Figure 1. Routed metal per tile.
10 x 10 tiles, from white (low) to dark blue (high), scaled to the fullest tile. Values are wire area over tile area, all layers added.
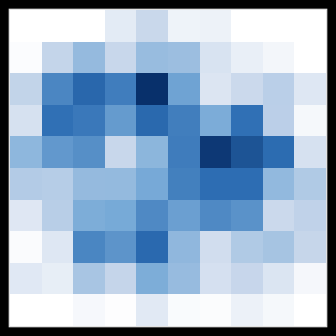
Figure 2. Layout detail.
Scale bar: 5 µm. Window x 28 to 48, y 28 to 48 µm. Cells in grey, sequential cells in the stronger grey; small squares are vias.
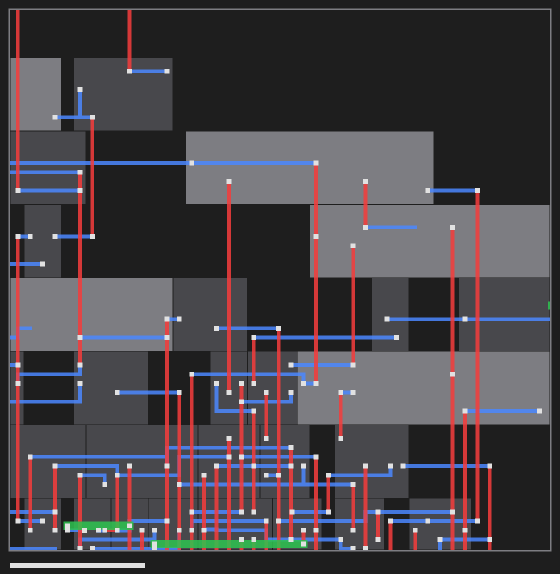
Figure 3. Met1 routing.
Scale bar: 20 µm.
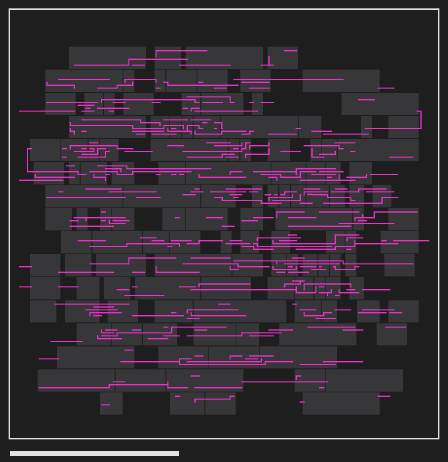
==> config.mk <==
export PLATFORM = sky130hd
export DESIGN_NAME = jk_excitation_driver_flat
export DESIGN_NICKNAME = d
export VERILOG_FILES = /design/src/rtl/jk_pkg.sv /design/src/rtl/jk_excitation_driver_if.sv /design/src/rtl/jk_excite_bit.sv /design/src/rtl/jk_excitation_driver.sv /design/src/flat_wrapper.sv
export SDC_FILE = /design/constraint.sdc
export NUM_CORES = 1
export LEC_CHECK = 0
export CAP_MARGIN = 0
export CORE_MARGIN = 2
export CORE_UTILIZATION = 49
export CTS_BUF_LIST = sky130_fd_sc_hd__clkbuf_8 sky130_fd_sc_hd__clkbuf_16
export CTS_CLUSTER_DIAMETER = 150
export DETAILED_ROUTE_END_ITERATION = 10
export PLACE_DENSITY = 0.87
export SKIP_LAST_GASP = 1
export SYNTH_ARGS = -nofsm -noshare
export SYNTH_HDL_FRONTEND = slang
export SYNTH_SLANG_ARGS = --single-unit
export TNS_END_PERCENT = 30
==> constraint.sdc <==
create_clock -name clk -period 1.8 [get_ports clk]
set_clock_uncertainty 0.15 [all_clocks]
set_input_delay 0.36 -clock clk [delete_from_list [all_inputs] [get_ports clk]]
set_output_delay 0.36 -clock clk [all_outputs]
set_load 0.005 [all_outputs]
==> src/rtl/jk_pkg.sv <==
// Shared definitions for the JK excitation driver.
//   state_e : driver FSM states (IDLE, DRIVE, SETTLE, ERR)
//   JK_*    : 2-bit {J,K} codes presented to a single JK flop
package jk_pkg;

  typedef enum logic [1:0] {
    IDLE   = 2'd0,
    DRIVE  = 2'd1,
    SETTLE = 2'd2,
    ERR    = 2'd3
  } state_e;

  localparam logic [1:0] JK_HOLD   = 2'b00;
  localparam logic [1:0] JK_RESET  = 2'b01;
  localparam logic [1:0] JK_SET    = 2'b10;
  localparam logic [1:0] JK_TOGGLE = 2'b11;

endpackage

==> src/rtl/jk_excitation_driver_if.sv <==
// Target-request handshake into the JK excitation driver.
//   in_valid  : requester has a target
//   in_ready  : driver can accept a target
//   in_target : requested next state of the flop bank
// master = requester side, slave = driver side.
interface jk_excitation_driver_if #(
  parameter int WIDTH = 4
);
  logic             in_valid;
  logic             in_ready;
  logic [WIDTH-1:0] in_target;

  modport master (output in_valid, output in_target, input in_ready);
  modport slave  (input in_valid, input in_target, output in_ready);
endinterface

==> src/rtl/jk_excite_bit.sv <==
// Per-bit JK excitation: current Q and wanted next Q in, {J,K} out.
//   q      : current flop output
//   target : wanted flop output after one clock
//   jk     : {J,K}
// Macro JK_TOGGLE_EN: flipping bits use the toggle code instead of the
// single-sided set/reset code. Holding bits always get JK_HOLD.
module jk_excite_bit
  import jk_pkg::*;
(
  input  logic       q,
  input  logic       target,
  output logic [1:0] jk
);

  always_comb begin
    jk = JK_HOLD;
    if (q != target) begin
`ifdef JK_TOGGLE_EN
      jk = JK_TOGGLE;
`else
      jk = target ? JK_SET : JK_RESET;
`endif
    end
  end

endmodule

==> src/rtl/jk_excitation_driver.sv <==
// Writer side of a bank of WIDTH master-slave JK flops. Accepts a target
// state, pulses J/K for one cycle from the excitation table, waits one cycle
// for the slave to update, then compares Q against the target and either
// finishes, re-drives (up to MAX_RETRY times) or raises a sticky error.
//   clk, reset_n : clock, asynchronous active-low reset
//   req          : target handshake (slave modport)
//   q_fb         : Q outputs of the driven flops
//   j_out, k_out : J/K inputs of the driven flops
//   busy         : transfer in progress
//   done         : one-cycle pulse, Q matched the target
//   err          : sticky, retries exhausted
//   err_clr      : leaves ERR, clears err
// Macro JK_TOGGLE_EN selects toggle excitation for flipping bits.
module jk_excitation_driver
  import jk_pkg::*;
#(
  parameter int WIDTH     = 4,
  parameter int MAX_RETRY = 2
) (
  input  logic               clk,
  input  logic               reset_n,
  jk_excitation_driver_if.slave req,
  input  logic [WIDTH-1:0]   q_fb,
  output logic [WIDTH-1:0]   j_out,
  output logic [WIDTH-1:0]   k_out,
  output logic               busy,
  output logic               done,
  output logic               err,
  input  logic               err_clr
);

  localparam logic [1:0] S_IDLE   = IDLE;
  localparam logic [1:0] S_DRIVE  = DRIVE;
  localparam logic [1:0] S_SETTLE = SETTLE;
  localparam logic [1:0] S_ERR    = ERR;

  localparam int CW = (MAX_RETRY < 1) ? 1 : $clog2(MAX_RETRY + 1);

  logic [1:0]             state;
  logic [CW-1:0]          retry_cnt;
  logic [WIDTH-1:0]       target_q;
  logic [WIDTH-1:0]       exc_tgt;
  logic [WIDTH-1:0][1:0]  jk_nxt;
  logic [WIDTH-1:0]       j_nxt, k_nxt;

  // In IDLE the excitation is for the incoming target; on a retry it is
  // recomputed from the latched target against whatever Q actually reached.
  assign exc_tgt = (state == S_IDLE) ? req.in_target : target_q;

  for (genvar i = 0; i < WIDTH; i++) begin : g_bit
    jk_excite_bit u_bit (
      .q      (q_fb[i]),
      .target (exc_tgt[i]),
      .jk     (jk_nxt[i])
    );
    assign j_nxt[i] = jk_nxt[i][1];
    assign k_nxt[i] = jk_nxt[i][0];
  end

  always_ff @(posedge clk or negedge reset_n) begin
    if (!reset_n) begin
      state        <= S_IDLE;
      j_out        <= '0;
      k_out        <= '0;
      done         <= 1'b0;
      err          <= 1'b0;
      busy         <= 1'b0;
      req.in_ready <= 1'b1;
      retry_cnt    <= '0;
      target_q     <= '0;
    end else begin
      done <= 1'b0;
      case (state)
        S_IDLE: begin
          if (req.in_valid) begin
            target_q  <= req.in_target;
            retry_cnt <= '0;
            if (q_fb == req.in_target) begin
              done <= 1'b1;
            end else begin
              j_out        <= j_nxt;
              k_out        <= k_nxt;
              busy         <= 1'b1;
              req.in_ready <= 1'b0;
              state        <= S_DRIVE;
            end
          end
        end
        // One-cycle J/K pulse: the flop master samples it at the next edge.
        S_DRIVE: begin
          j_out <= '0;
          k_out <= '0;
          state <= S_SETTLE;
        end
        // The slave has updated on the falling edge inside this cycle.
        S_SETTLE: begin
          if (q_fb == target_q) begin
            done         <= 1'b1;
            busy         <= 1'b0;
            req.in_ready <= 1'b1;
            state        <= S_IDLE;
          end else if (int'(retry_cnt) < MAX_RETRY) begin
            retry_cnt <= retry_cnt + CW'(1);
            j_out     <= j_nxt;
            k_out     <= k_nxt;
            state     <= S_DRIVE;
          end else begin
            err   <= 1'b1;
            busy  <= 1'b0;
            state <= S_ERR;
          end
        end
        S_ERR: begin
          if (err_clr) begin
            err          <= 1'b0;
            req.in_ready <= 1'b1;
            state        <= S_IDLE;
          end
        end
      endcase
    end
  end

endmodule

==> src/flat_wrapper.sv <==
// flat-port wrapper written by rule: the top's interface ports become plain ports
module jk_excitation_driver_flat import jk_pkg::*;
#(
  parameter int WIDTH     = 4,
  parameter int MAX_RETRY = 2
)
  (clk, reset_n, q_fb, j_out, k_out, busy, done, err, err_clr, req_in_valid, req_in_target, req_in_ready);
  jk_excitation_driver_if #(.WIDTH(WIDTH)) req_i ();
  input  logic clk;
  input  logic reset_n;
  input  logic [WIDTH-1:0] q_fb;
  output logic [WIDTH-1:0] j_out;
  output logic [WIDTH-1:0] k_out;
  output logic busy;
  output logic done;
  output logic err;
  input  logic err_clr;
  input wire logic [$bits(req_i.in_valid)-1:0] req_in_valid;
  input wire logic [$bits(req_i.in_target)-1:0] req_in_target;
  output wire logic [$bits(req_i.in_ready)-1:0] req_in_ready;
  assign req_i.in_valid = req_in_valid;
  assign req_i.in_target = req_in_target;
  assign req_in_ready = req_i.in_ready;
  jk_excitation_driver #(.WIDTH(WIDTH), .MAX_RETRY(MAX_RETRY)) u_core (.clk(clk), .reset_n(reset_n), .req(req_i), .q_fb(q_fb), .j_out(j_out), .k_out(k_out), .busy(busy), .done(done), .err(err), .err_clr(err_clr));
endmodule
==> qor.yml <==
r2r_setup_slack_ns: 0.17
viasPerCell: 5.59
drv_cap: 0
antenna_found_initial: 0
drive_gt1_share_pct: 22.9
common_cells: "nand2_1 (20), dfrtp_1 (19), o21ai_0 (6), o22ai_1 (6)"
layout_setup_ws_ns: 0.0469
fin_crit_sh_pct: 97.4
avgSynthCellArea_um2: 11.1
holdBufCountCts: 0
p_leak_nw: 0.652
wl_per_cell_um: 14.6
ys.flop_type: "dfrtp_1"
critical_path_peak_fanout: 8
port_buffers: 23
grt_first_pass_wirelength_um: 3640
report.final.slew_viol_count: 0
synth.most_common_cell: "nand2_1"
crit_family: "AND-OR/OR-AND gates"
min_path_type: "input pin to asynchronous set/reset pin"
tightest_slew_ns: 0.354
ys_seq_elements: 20
dp_slack_ns: -0.324
cp-end-kind: "flip-flop"
outcome: "finished, final reports clean"
clkLatencyLatePin_ns: 0.26
crit_chain: "clkdlybuf4s50_1, xnor2_1, nand4_2, a32o_2, o22ai_1"
fmax_ghz: 0.570
cts_tree: "done"
ioPinCount: 24
ir_drop_mv: 0.917
clk_path_buf_depth: 2
met2_usage_pct: 35.1
yosys.stat.chipArea_mm2: 0.00106
clkSlewWorstSetupHoldPaths_ns: 0.08
ys_warn_count: 0
power.density_mw_per_mm2: 1660
grt_max_degree: 21
cts_setup_buffers: 0
top_usage_layer: "met2"
timing.rr.start: "u_core.state[0]$_DFFE_PN0P_"
clockRootBuffer: "clkbuf_8"
grt_pass1_vias: 864
final_common_cell: "nand2_1"
synth_cell_types: 28
htreeDepth: 1
via_count: 884
synth_top_area_share_pct: 44.8
rows: 16
dr.pass1.iters: 4
gp_congestion: 0.806
warnings: 27
slew_headroom_pct: 76.4
die_w_um: 50.5
grt_overflow: 0
synthCells: 96
layout.nets: 144
worst-path-stages: 5
yosys.area.top_type: "dfrtp_1"
antenna_cells: 0
drcViolationCount: 0
cts-resized-gates: 4
synth-edff-count: 0
core_area_mm2: 0.00200
cpMaxStageDelayCell: "clkdlybuf4s50_1"
async_reset_ff_share_pct: 100
layout-area-overhead-vs-synth_pct: 38.3
power.total_mw: 2.44
fp_nets: 108
crit_path_start_kind: "input pin"
synthesis.area_mm2: 0.00106
place_hpwl_um: 1700
cpPeakStageDelay_ns: 0.52
min_period_ns: 1.75
ff2ff_path_depth: 4
worst_ep_arrival_time_ns: 1.78
setup_violations: 0
worstPathRequired_ns: 1.83
drt_iter0_drc: 24
grt_use_total_pct: 19.1
tns_ns: 0
Back to the opening pictures, Figure 1:
fullest tile	0.41
mean over tiles	0.14
tiles over half the peak	29%
emptiest ninth of the die	north-east
nearly empty tiles	13%
densest ninth of the die	centre

Back to the opening pictures, Figure 2:
layer	colour
M3	green
M1	blue
M2	red
most frequent	nand2_1 (3), clkdlybuf4s50_1 (3), dfrtp_1 (3)
sequential cells in the window	4
cells with their middle in the window	25

Back to the opening pictures, Figure 3:
wire length on this layer	977 µm
main direction	horizontal
share of all routed wire	42%
final WL: 2300 µm
GR met1 Demand/Resource: 21.7%

==> cell families (layout without fill, tap and decap cells) <==
kind of cell	Yosys count	after routing	synth area share (%)
AND/OR/NAND/NOR	28	28	14.2
flip-flops	20	20	47.3
XOR/XNOR	8	8	9.43
AND-OR/OR-AND	26	26	18.2
buffers and inverters	6	41	2.95
multiplexers	8	8	8.02
==> per-stage QoR <==
| stage | hold slack, ns | cell area, µm² | utilization, % | cells |
|---|---|---|---|---|
| 6_report | 0.295 | 1470 | 73.3 | 158 |
| 5_1_grt | 0.325 | 1470 | 73.3 | 158 |
| 4_1_cts | 0.300 | 1440 | 72.1 | 157 |
| 3_5_place_dp | 0.375 | 1380 | 68.8 | 153 |
| 3_3_place_gp | 0.339 | 1380 | 68.8 | 153 |
| 2_1_floorplan | -0.0856 | 1060 | - | 96 |
==> power by group <==
group / internal, mW / switching [mW] / leakage (nW)
Combinational: 0.605 / 0.517 / 0.366
Clock: 0.297 / 0.153 / 0.0357
Sequential: 0.662 / 0.210 / 0.250
==> layout make-up <==
| type | count | area, µm² |
|---|---|---|
| clock buffers | 3 | 41.3 |
| clock inverters | 1 | 30.0 |
| fillers | 150 | 534 |
| inverters | 4 | 15.0 |
| multi-input cells | 70 | 543 |
| flip-flops and latches | 20 | 502 |
| well taps | 27 | 33.8 |
| repair buffers | 33 | 303 |
==> state kept, by name (all words and copies together) (netlist names) <==
name	flops
u_core.req.in_ready	1
u_core.busy	1
u_core.retry_cnt	2
u_core.done	1
u_core.state	2
u_core.err	1
u_core.target_q	4
u_core.j_out	4
u_core.k_out	4
==> per-layer routing <==
layer	share of wire (%)	vias to the layer above
met5	0	-
met4	0.39	0
met3	3.7	2
met2	53	26
met1	42	439
li1	-	417
Power and IR drop assume default switching activity.
